--- config.mk ---
export PLATFORM = sky130hd
export DESIGN_NAME = top_status_ctrl
export DESIGN_NICKNAME = d
export VERILOG_FILES = /design/src/rtl/top_addrmap_pkg.sv /design/src/rtl/top_status_ctrl_pkg.sv /design/src/rtl/top_status_rr_arb.sv /design/src/rtl/top_status_ctrl.sv
export SDC_FILE = /design/constraint.sdc
export NUM_CORES = 1
export LEC_CHECK = 0
export ABC_AREA = 1
export CORE_ASPECT_RATIO = 0.75
export CORE_UTILIZATION = 22
export DETAILED_ROUTE_END_ITERATION = 7
export GPL_TIMING_DRIVEN = 0
export PLACE_DENSITY = 0.89
export SLEW_MARGIN = 0
export SYNTH_ARGS = -nofsm -noshare
export SYNTH_HDL_FRONTEND = slang
export SYNTH_SLANG_ARGS = --single-unit
--- constraint.sdc ---
create_clock -name clk_i -period 1.4 [get_ports clk_i]
set_clock_uncertainty 0.05 [all_clocks]
set_input_delay 0.14 -clock clk_i [delete_from_list [all_inputs] [get_ports clk_i]]
set_output_delay 0.14 -clock clk_i [all_outputs]
set_load 0.01 [all_outputs]
--- src/rtl/top_addrmap_pkg.sv ---
// TOP address map: base/size of the TOP register window, STATUS slot count and slot state type.
package top_addrmap_pkg;

  localparam logic [63:0] TOP_BASE_ADDR  = 64'h0000_0000_0000_0000;
  localparam logic [63:0] TOP_SIZE       = 64'h0000_0000_0000_0008;
  localparam int unsigned TOP_STATUS_NUM = 2;

  typedef enum logic [0:0] {
    IDLE = 1'b0,
    BUSY = 1'b1
  } state_e;

  // One 32-bit word per STATUS slot, packed from the base of the window.
  function automatic logic [63:0] TOP_STATUS_BASE_ADDR(input int unsigned idx);
    return TOP_BASE_ADDR + 64'(idx) * 64'd4;
  endfunction

endpackage

--- src/rtl/top_status_ctrl_pkg.sv ---
// Block-local types for the TOP status controller: slot and client index widths.
package top_status_ctrl_pkg;

  import top_addrmap_pkg::*;

  localparam int unsigned NUM_CLIENTS  = 2;
  localparam int unsigned SLOT_IDX_W   = (TOP_STATUS_NUM > 1) ? $clog2(TOP_STATUS_NUM) : 1;
  localparam int unsigned CLIENT_IDX_W = (NUM_CLIENTS > 1) ? $clog2(NUM_CLIENTS) : 1;

  typedef logic [SLOT_IDX_W-1:0]   slot_idx_t;
  typedef logic [CLIENT_IDX_W-1:0] client_idx_t;

endpackage

--- src/rtl/top_status_rr_arb.sv ---
// Round-robin arbiter: one-hot grant among requesters, searched from the pointer;
// the pointer moves past the winner only when the grant is enabled.
module top_status_rr_arb
  import top_status_ctrl_pkg::*;
#(
  parameter int unsigned NumClients = NUM_CLIENTS
) (
  input  logic                  clk_i,
  input  logic                  rst_ni,
  input  logic [NumClients-1:0] req_i,
  input  logic                  en_i,
  output logic [NumClients-1:0] gnt_o
);

  localparam int unsigned IdxW = (NumClients > 1) ? $clog2(NumClients) : 1;

  logic [IdxW-1:0] r_ptr;
  logic [IdxW-1:0] w_winner;
  logic            w_found;
  int unsigned     w_idx;

  // First requester at or after the pointer, wrapping around.
  always_comb begin
    w_found  = 1'b0;
    w_winner = '0;
    w_idx    = 0;
    for (int unsigned i = 0; i < NumClients; i++) begin
      w_idx = (32'(r_ptr) + i) % NumClients;
      if (!w_found && req_i[IdxW'(w_idx)]) begin
        w_found  = 1'b1;
        w_winner = IdxW'(w_idx);
      end
    end
  end

  always_comb begin
    gnt_o = '0;
    if (en_i && w_found) begin
      gnt_o[w_winner] = 1'b1;
    end
  end

  always_ff @(posedge clk_i or negedge rst_ni) begin
    if (!rst_ni) begin
      r_ptr <= '0;
    end else if (en_i && w_found) begin
      r_ptr <= (32'(w_winner) == NumClients - 1) ? '0 : w_winner + 1'b1;
    end
  end

endmodule

--- src/rtl/top_status_ctrl.sv ---
// TOP STATUS slot owner: hardware allocate/free of IDLE/BUSY slots plus
// software read/write of the same slots over a single-outstanding register bus.
module top_status_ctrl
  import top_addrmap_pkg::*;
  import top_status_ctrl_pkg::*;
#(
  parameter int unsigned NumSlots   = TOP_STATUS_NUM,
  parameter int unsigned NumClients = NUM_CLIENTS,
  parameter int unsigned AddrWidth  = 64
) (
  input  logic                        clk_i,
  input  logic                        rst_ni,
  input  logic [NumClients-1:0]       alloc_valid_i,
  output logic [NumClients-1:0]       alloc_ready_o,
  output logic [$clog2(NumSlots)-1:0] alloc_slot_o,
  input  logic [NumSlots-1:0]         free_i,
  output logic [NumSlots-1:0]         slot_busy_o,
  input  logic                        reg_req_valid_i,
  output logic                        reg_req_ready_o,
  input  logic                        reg_req_write_i,
  input  logic [AddrWidth-1:0]        reg_req_addr_i,
  input  logic [31:0]                 reg_req_wdata_i,
  output logic                        reg_rsp_valid_o,
  input  logic                        reg_rsp_ready_i,
  output logic [31:0]                 reg_rsp_rdata_o,
  output logic                        reg_rsp_error_o
);

  localparam int unsigned SlotW = $clog2(NumSlots);

  state_e              r_state [NumSlots];
  state_e              w_state_d [NumSlots];
  logic                r_rsp_valid;
  logic [31:0]         r_rsp_rdata;
  logic                r_rsp_error;

  logic                w_any_idle;
  logic [SlotW-1:0]    w_free_slot;
  logic                w_req_fire;
  logic [AddrWidth-1:0] w_off;
  logic                w_in_range;
  logic [NumSlots-1:0] w_slot_hit;
  logic [SlotW-1:0]    w_bus_idx;
  logic                w_hit;
  logic                w_bus_wr;
  logic                w_grant_en;
  logic                w_grant;
  logic                w_rd_bit;
  logic                w_unused_wdata;

  assign w_unused_wdata = |reg_req_wdata_i[31:1];

  // Lowest-index IDLE slot is the allocation candidate.
  always_comb begin
    w_any_idle  = 1'b0;
    w_free_slot = '0;
    for (int k = NumSlots - 1; k >= 0; k--) begin
      if (r_state[k] == IDLE) begin
        w_any_idle  = 1'b1;
        w_free_slot = SlotW'(k);
      end
    end
  end

  assign reg_req_ready_o = !r_rsp_valid;
  assign w_req_fire      = reg_req_valid_i && reg_req_ready_o;

  // Addresses below the base wrap to a huge offset, so one compare covers both bounds.
  assign w_off      = reg_req_addr_i - AddrWidth'(TOP_BASE_ADDR);
  assign w_in_range = (w_off < AddrWidth'(TOP_SIZE)) && (reg_req_addr_i[1:0] == 2'b00);

  always_comb begin
    w_slot_hit = '0;
    w_bus_idx  = '0;
    for (int unsigned k = 0; k < NumSlots; k++) begin
      if (reg_req_addr_i == AddrWidth'(TOP_STATUS_BASE_ADDR(k))) begin
        w_slot_hit[k] = 1'b1;
        w_bus_idx     = SlotW'(k);
      end
    end
  end

  assign w_hit    = w_in_range && (|w_slot_hit);
  assign w_bus_wr = w_req_fire && reg_req_write_i && w_hit;

  // A bus write to the candidate slot wins; the grant and pointer step are held off.
  assign w_grant_en = w_any_idle && !(w_bus_wr && (w_bus_idx == w_free_slot));

  top_status_rr_arb #(
    .NumClients (NumClients)
  ) u_arb (
    .clk_i  (clk_i),
    .rst_ni (rst_ni),
    .req_i  (alloc_valid_i),
    .en_i   (w_grant_en),
    .gnt_o  (alloc_ready_o)
  );

  assign w_grant      = |alloc_ready_o;
  assign alloc_slot_o = w_free_slot;

  // Per-slot update, priority: bus write, then free, then grant.
  always_comb begin
    for (int unsigned k = 0; k < NumSlots; k++) begin
      w_state_d[k] = r_state[k];
      if (w_bus_wr && (w_bus_idx == SlotW'(k))) begin
        w_state_d[k] = reg_req_wdata_i[0] ? BUSY : IDLE;
      end else if (free_i[k]) begin
        w_state_d[k] = IDLE;
      end else if (w_grant && (w_free_slot == SlotW'(k))) begin
        w_state_d[k] = BUSY;
      end
    end
  end

  always_ff @(posedge clk_i or negedge rst_ni) begin
    if (!rst_ni) begin
      for (int unsigned k = 0; k < NumSlots; k++) begin
        r_state[k] <= IDLE;
      end
    end else begin
      for (int unsigned k = 0; k < NumSlots; k++) begin
        r_state[k] <= w_state_d[k];
      end
    end
  end

  always_comb begin
    for (int unsigned k = 0; k < NumSlots; k++) begin
      slot_busy_o[k] = (r_state[k] == BUSY);
    end
  end

  assign w_rd_bit = (r_state[w_bus_idx] == BUSY);

  // Response captured at accept and held until consumed.
  always_ff @(posedge clk_i or negedge rst_ni) begin
    if (!rst_ni) begin
      r_rsp_valid <= 1'b0;
      r_rsp_rdata <= '0;
      r_rsp_error <= 1'b0;
    end else if (w_req_fire) begin
      r_rsp_valid <= 1'b1;
      r_rsp_error <= !w_hit;
      r_rsp_rdata <= (w_hit && !reg_req_write_i) ? {31'b0, w_rd_bit} : 32'h0;
    end else if (r_rsp_valid && reg_rsp_ready_i) begin
      r_rsp_valid <= 1'b0;
    end
  end

  assign reg_rsp_valid_o = r_rsp_valid;
  assign reg_rsp_rdata_o = r_rsp_rdata;
  assign reg_rsp_error_o = r_rsp_error;

endmodule

### M3 wires, run 1

Scale bar: 20 µm.
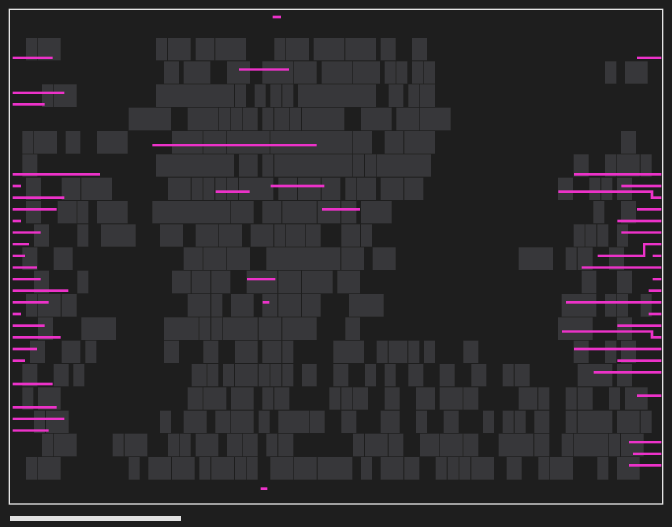
The layer carries 256 µm of wire. The layer holds 7.6% of the routed length.
final WL: 3350 µm
routed vias: 1294
met3 capacity usage during global routing: 3.62%

### Routing congestion map, run 1

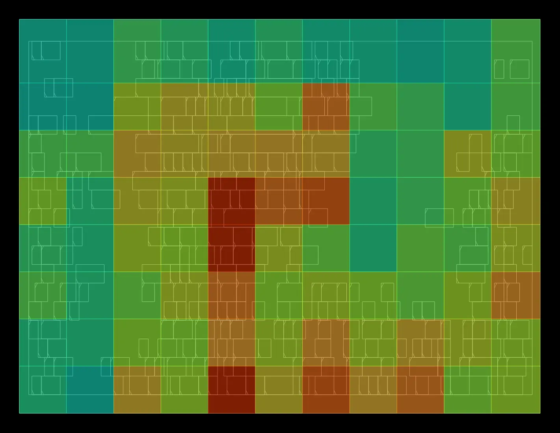
routed len/inst: 9.67 µm
global-route met2 utilization: 29.2%
Final Core Density: 51.8%
busiest layer in global routing: met2
overall fraction of global-route tracks in use: 13.9%

### Wiring by layer, run 1

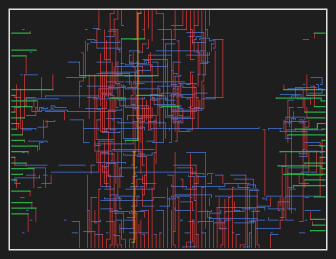
metal 4: shown in orange, wire length 52.4 µm. metal 2: shown in red, wire length 1840 µm. metal 3: shown in green, wire length 256 µm. metal 1: shown in blue, wire length 1200 µm.

### Met2 routing, run 1

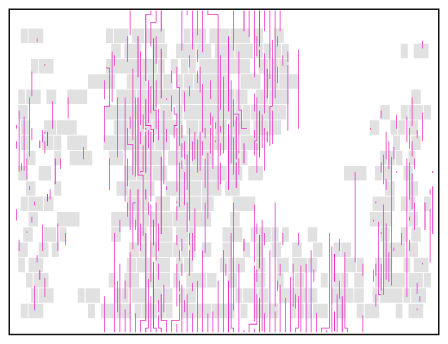
The longest straight run is 31.1 µm. The layer holds 55% of the routed length. The wires run mostly vertical. 283 nets have wire on it. The layer carries 1840 µm of wire.

==> notes.md, run 1 <==
impl run done, here's what came out: depth of the critical timing path with buffers and inverters included 9, finished layout cell area 1970 µm², summed instance area of the synthesized netlist approximately 910 µm², worst setup slack before clock tree synthesis -0.870 ns, number of instances in the synthesized netlist 153, FILL cells between 300 and 400, area fraction in mux cells 0%, violated checks negative setup slack, sequential power share a little under a quarter, average footprint of a synthesized cell between 5 and 6 µm², top layer used by detailed routing met4, YS warnings 0, most used cell, CP sky130_fd_sc_hd__inv_2, data arrival time of the critical path between 1 and 1.5 ns, total number of sequential cells 6, startpoint type of the worst setup path flop, multi-input gates about 140, cell-by-cell listing of the critical path inv_2 -> nand2_2 -> inv_2 -> nand2_1 -> nor2_4 -> nand3_2 -> nand3_4 -> nor2_1 -> buf_2, CTS Hold Buffers Added 0, NonClk Buf Share roughly 50%, flops & latches, synth 6, master cell of the clock root buffer sky130_fd_sc_hd__clkbuf_8, number of top-level pins 145, combinational share of cell area roughly 35%, critical path startpoint reg_rsp_valid_o$_DFFE_PN0P_, well-tap cell count 52, synth unique cells 20, average vias per placed instance 3.73, Slowest cell on crit path sky130_fd_sc_hd__dfrtp_1, post-synthesis xor/xnor area fraction 0%, number of buffers inserted to repair setup after CTS 21, sequential cell area in the final layout approximately 150 µm², Crit Path Class reg -> out, overall die height approximately 58 µm, Layout area overhead 117%, power attributed to sequential cells between 0.15 and 0.2 mW, wire length on met1 ~1200 µm, antenna violations before repair 0, Crit path max-delay family simple AND/OR/NAND/NOR gates, aggregate global routing overflow 0, final count of hold timing violations 0, number of standard cells reported by yosys between 150 and 200, most instantiated logic cells after routing sky130_fd_sc_hd__buf_4, sky130_fd_sc_hd__buf_2, sky130_fd_sc_hd__nor2_1, sky130_fd_sc_hd__conb_1, sky130_fd_sc_hd__nand2_1, global-route wire length before repair 4940 µm, Largest Pwr Group combinational logic, r2r setup slk 0 ns, flip-flop count of the largest register, all copies and words added 2, Net Sw Power 0.257 mW, number of optimization iterations in the first detailed-route pass 4, clock tree from TritonCTS done, HPWL reported at the end of detailed placement about 2500 µm, Combinational Power Share 48.4%, max-cap violation count 0, RePlAce Congestion about 0.76, leading cell type in the layout, fill and taps excluded sky130_fd_sc_hd__buf_4, static leakage about 1.1 nW, combinational-cell power consumption ~0.42 mW, number of DRC violations after detailed-routing iteration 0 23, final setup margin -0.150 ns, run status complete, but fails checks, largest net degree at the start of global routing 7, Met3 Routed Length approximately 260 µm, number of global-route vias before repair about 1200, cell group occupying the most layout area buffers, AND/OR/NAND/NOR Cells, Area Fraction about half, EDFF count, synth 0, fraction of layout cells with a size suffix above 1 55.9%, area reported by Yosys stat 907 µm², placed cell count 317, clock buffers 3, Power Internal just over 0.6 mW, min cycle time layout between 1.5 and 2 ns, horizontal die dimension 76.1 µm, Max Buffers Root-to-Sink 2, worst reg-to-reg path cell count 11, Net count, final ~400, Design Power just under 0.9 mW, clock share of power approximately 29%, area of the core roughly 3800 µm², area taken by multi-input logic gates between 600 and 700 µm², cell row count 19, chip footprint about 4400 µm², share of the clock period used by the worst path after layout 111%, Post-Synth Adder-Cell Area 0%, starting density of the core a little under a quarter, final setup violation count 3, worst min-delay path category in -> async, Post-route DRC 0, switching power share of the total around 29%, antenna cell count 0, Clk pin slew, worst setup/hold paths about 0.030 ns
run 1: cell usage after synthesis, types with 2 or more instances:
cell type / count / area (µm²)
sky130_fd_sc_hd__nand4_1: 3 / 18.8
sky130_fd_sc_hd__nor2_2: 6 / 37.5
sky130_fd_sc_hd__inv_1: 10 / 37.5
sky130_fd_sc_hd__dfrtp_1: 6 / 150
sky130_fd_sc_hd__nand2_2: 3 / 18.8
sky130_fd_sc_hd__o21ai_0: 4 / 20.0
sky130_fd_sc_hd__nand2_1: 33 / 124
sky130_fd_sc_hd__buf_4: 31 / 233
sky130_fd_sc_hd__nor2_1: 45 / 169
sky130_fd_sc_hd__a21oi_1: 2 / 10.0
--- run 2 (diff from run 1) ---
--- a/config.mk
+++ b/config.mk
@@ -11,6 +11,7 @@
 export DETAILED_ROUTE_END_ITERATION = 7
 export GPL_TIMING_DRIVEN = 0
 export PLACE_DENSITY = 0.89
+export REMOVE_ABC_BUFFERS = 1
 export SLEW_MARGIN = 0
 export SYNTH_ARGS = -nofsm -noshare
 export SYNTH_HDL_FRONTEND = slang
### Wiring by layer, run 2

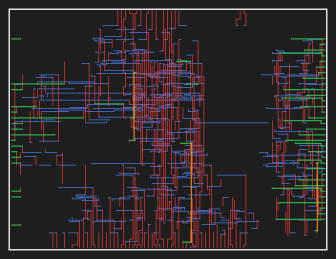
metal 3: shown in green, wire length 275 µm. metal 2: shown in red, wire length 1830 µm. metal 1: shown in blue, wire length 1260 µm. metal 4: shown in orange, wire length 56.4 µm.
routed vias: 1262
final WL: 3410 µm

==> run 2 against run 1 <==
Effect of this change:
- the flow still finishes with violations (negative setup slack)
- sequential share of layout area rose by 0.49 points
- critical path depth rose by 3
- combinational power fell by 2%
- routed wire length rose by 1.8%
- total power fell by 0.18%
- clock-buffer cell count did not move
- core utilization fell by 3.1 points
- clock power rose by 3%
- non-clock buffer count fell by 31
- final area fell by 6.0%
- largest cell class unchanged
- largest power group unchanged
==> notes.md, run 2 <==
impl run done, here's what came out: cell row count 19, final setup violation count 4, Max Buffers Root-to-Sink 2, synth unique cells 20, GR met1 Demand/Resource 13.4%, data arrival time of the critical path approximately 1.4 ns, HPWL reported at the end of detailed placement approximately 2400 µm, share of the clock period used by the worst path after layout 112%, number of buffers inserted to repair setup after CTS 18, chip footprint between 4000 and 5000 µm², Area contributors post-synth sky130_fd_sc_hd__buf_4, sky130_fd_sc_hd__nor2_1, sky130_fd_sc_hd__dfrtp_1, sky130_fd_sc_hd__nand2_1, sky130_fd_sc_hd__inv_1, antenna cell count 0, achievable clock frequency 636 MHz, Final Core Density 48.8%, dominant non-sequential cell family after synthesis simple AND/OR/NAND/NOR gates, worst min-delay path category in -> async, number of standard cells reported by yosys 153, Worst R2R End slot_busy_o[0]$_DFFE_PN0P_, number of buffers inserted during clock tree synthesis 3, area fraction in mux cells 0%, Design Power 0.871 mW, Layout area overhead 104%, run status complete, but fails checks, Yosys top cell area share about a quarter, met3 capacity usage during global routing under 10%, startpoint type of the worst setup path input pin, overall fraction of global-route tracks in use between 10% and 20%, worst reg-to-reg path cell count 12, Crit path buffers/inverters 3, critical path startpoint reg_req_addr_i[57], library cell with the largest summed area after synthesis sky130_fd_sc_hd__buf_4, met2 wirelength from detailed routing 1830 µm, area taken by multi-input logic gates between 700 and 800 µm², final total negative setup slack -0.571 ns, average footprint of a synthesized cell around 6 µm², Post-Synth Adder-Cell Area 0%, aggregate global routing overflow 0, cell-by-cell listing of the critical path buf_6 -> nor2_4 -> nand2_1 -> nor2_1 -> nand2_1 -> nor2_4 -> buf_6 -> nand3b_1 -> nand3_2 -> nand3_4 -> nor2_2 -> buf_2, Clk pin slew, worst setup/hold paths 0.04 ns, share of synthesized registers carrying an async set or reset 100%, max-cap violation count 0, Slowest cell on crit path sky130_fd_sc_hd__nor2_4, Sinks on Clock Net 6, count of cells resized by post-cts repair roughly 230, Post-Route Hold Slack around 0.11 ns, Net count, final approximately 370, Met3 Routed Length approximately 280 µm, pwr/cell area between 400 and 500 nW/µm², largest net degree at the start of global routing 7, Post-route DRC 0, Critical Path End alloc_ready_o[0], Antenna Nets Post-Route 0, placed cell count roughly 290, area reported by Yosys stat about 910 µm², AND/OR/NAND/NOR Cells, Area Fraction between 40% and 50%, worst-case vdd ir drop ~0.00057 V, fraction of the mapped netlist area in compound gates between 4 and 5%, instance area at placement ~1700 µm², overall die height 57.6 µm, Crit path max-delay family simple AND/OR/NAND/NOR gates, number of instances in the synthesized netlist between 150 and 200, EDFF count, synth 0, global-route wire length before repair 4820 µm, clock tree from TritonCTS done, horizontal die dimension 76.1 µm, post-synthesis xor/xnor area fraction 0%, Primary FF master, synth sky130_fd_sc_hd__dfrtp_1, number of port buffers just over 80, CP Data Required Time 1.21 ns, sequential cell area fraction in the yosys report 16.6%, number of DRC violations after detailed-routing iteration 0 12, top cells by instance count after synthesis sky130_fd_sc_hd__nor2_1, sky130_fd_sc_hd__nand2_1, sky130_fd_sc_hd__buf_4, sky130_fd_sc_hd__inv_1, fraction of layout cells with a size suffix above 1 52.7%, YS warnings 0, starting density of the core a little under a quarter, area of the core 3800 µm², unrepaired setup endpoints after global routing true, flops & latches, synth 6, summed instance area of the synthesized netlist between 900 and 1000 µm², FILL cells around 390, sequential cell area in the final layout between 150 and 200 µm², number of slew-limit violations in the final report 0, flip-flop count of the largest register, all copies and words added 2, number of global-route vias before repair roughly 1200, clock latency on the worst-skew pair roughly 0.22 ns, depth of the critical timing path with buffers and inverters included 12, min cycle time layout around 1.6 ns, number of optimization iterations in the first detailed-route pass 4, final setup margin -0.172 ns, routed len/inst about 11 µm, master cell of the clock root buffer sky130_fd_sc_hd__clkbuf_8, final count of hold timing violations 0, number of H-tree branching levels 1, wire length on met1 about 1300 µm, average vias per placed instance approximately 4, count leader, synth sky130_fd_sc_hd__nor2_1, Reg2Reg Launch Point reg_rsp_valid_o$_DFFE_PN0P_, RePlAce Congestion 0.767, number of top-level pins between 100 and 150, largest stage delay on the critical path 0.19 ns, type of destination of the critical path output pin, total number of warnings across the stage logs about 58, antenna violations before repair 0, violated checks negative setup slack, r2r setup slk -0.13 ns, busiest layer in global routing met2, leading cell type in the layout, fill and taps excluded sky130_fd_sc_hd__buf_2, CTS Hold Buffers Added 0, worst setup slack before clock tree synthesis -0.856 ns, Crit Path Class in -> out, static leakage 0.959 nW, most instantiated logic cells after routing sky130_fd_sc_hd__buf_2, sky130_fd_sc_hd__conb_1, sky130_fd_sc_hd__nand2_1, sky130_fd_sc_hd__nor2_1, sky130_fd_sc_hd__buf_4, finished layout cell area between 1500 and 2000 µm², top layer used by detailed routing met4, CP max FO 4, number of standard cells in the final layout excluding fillers 316
### Met2 routing, run 2

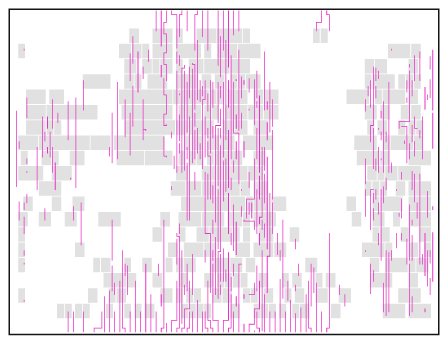
The layer holds 53% of the routed length. The longest straight run is 19.2 µm. The wires run mostly vertical.
global-route met2 utilization: 27.0%

-- run 2: netlist changes by cell type in the layout (fill, tap and decap cells not counted), sizes merged --
cell           change
buf               -21
clkbuf            -11
dlymetal6s2s       +4
clkdlybuf4s50      -2
dlygate4sd2        -2
clkdlybuf4s15      +1
-- run 2: layout make-up --
cell class | instances | area share, %
tap | 52 | 3.51
inverter | 10 | 2.16
timing repair buffer | 109 | 44.3
multi-input combinational | 136 | 39.7
sequential | 6 | 8.16
clock buffer | 3 | 2.23
-- run 2: where the power goes --
group	switching (mW)	total, mW	internal, mW
combinational	0.191	0.412	0.221
clock	0.0746	0.259	0.185
sequential	0.0114	0.200	0.188
total	0.277	0.871	0.594
Power figures rest on the tool's default switching activity, not on a simulated workload.
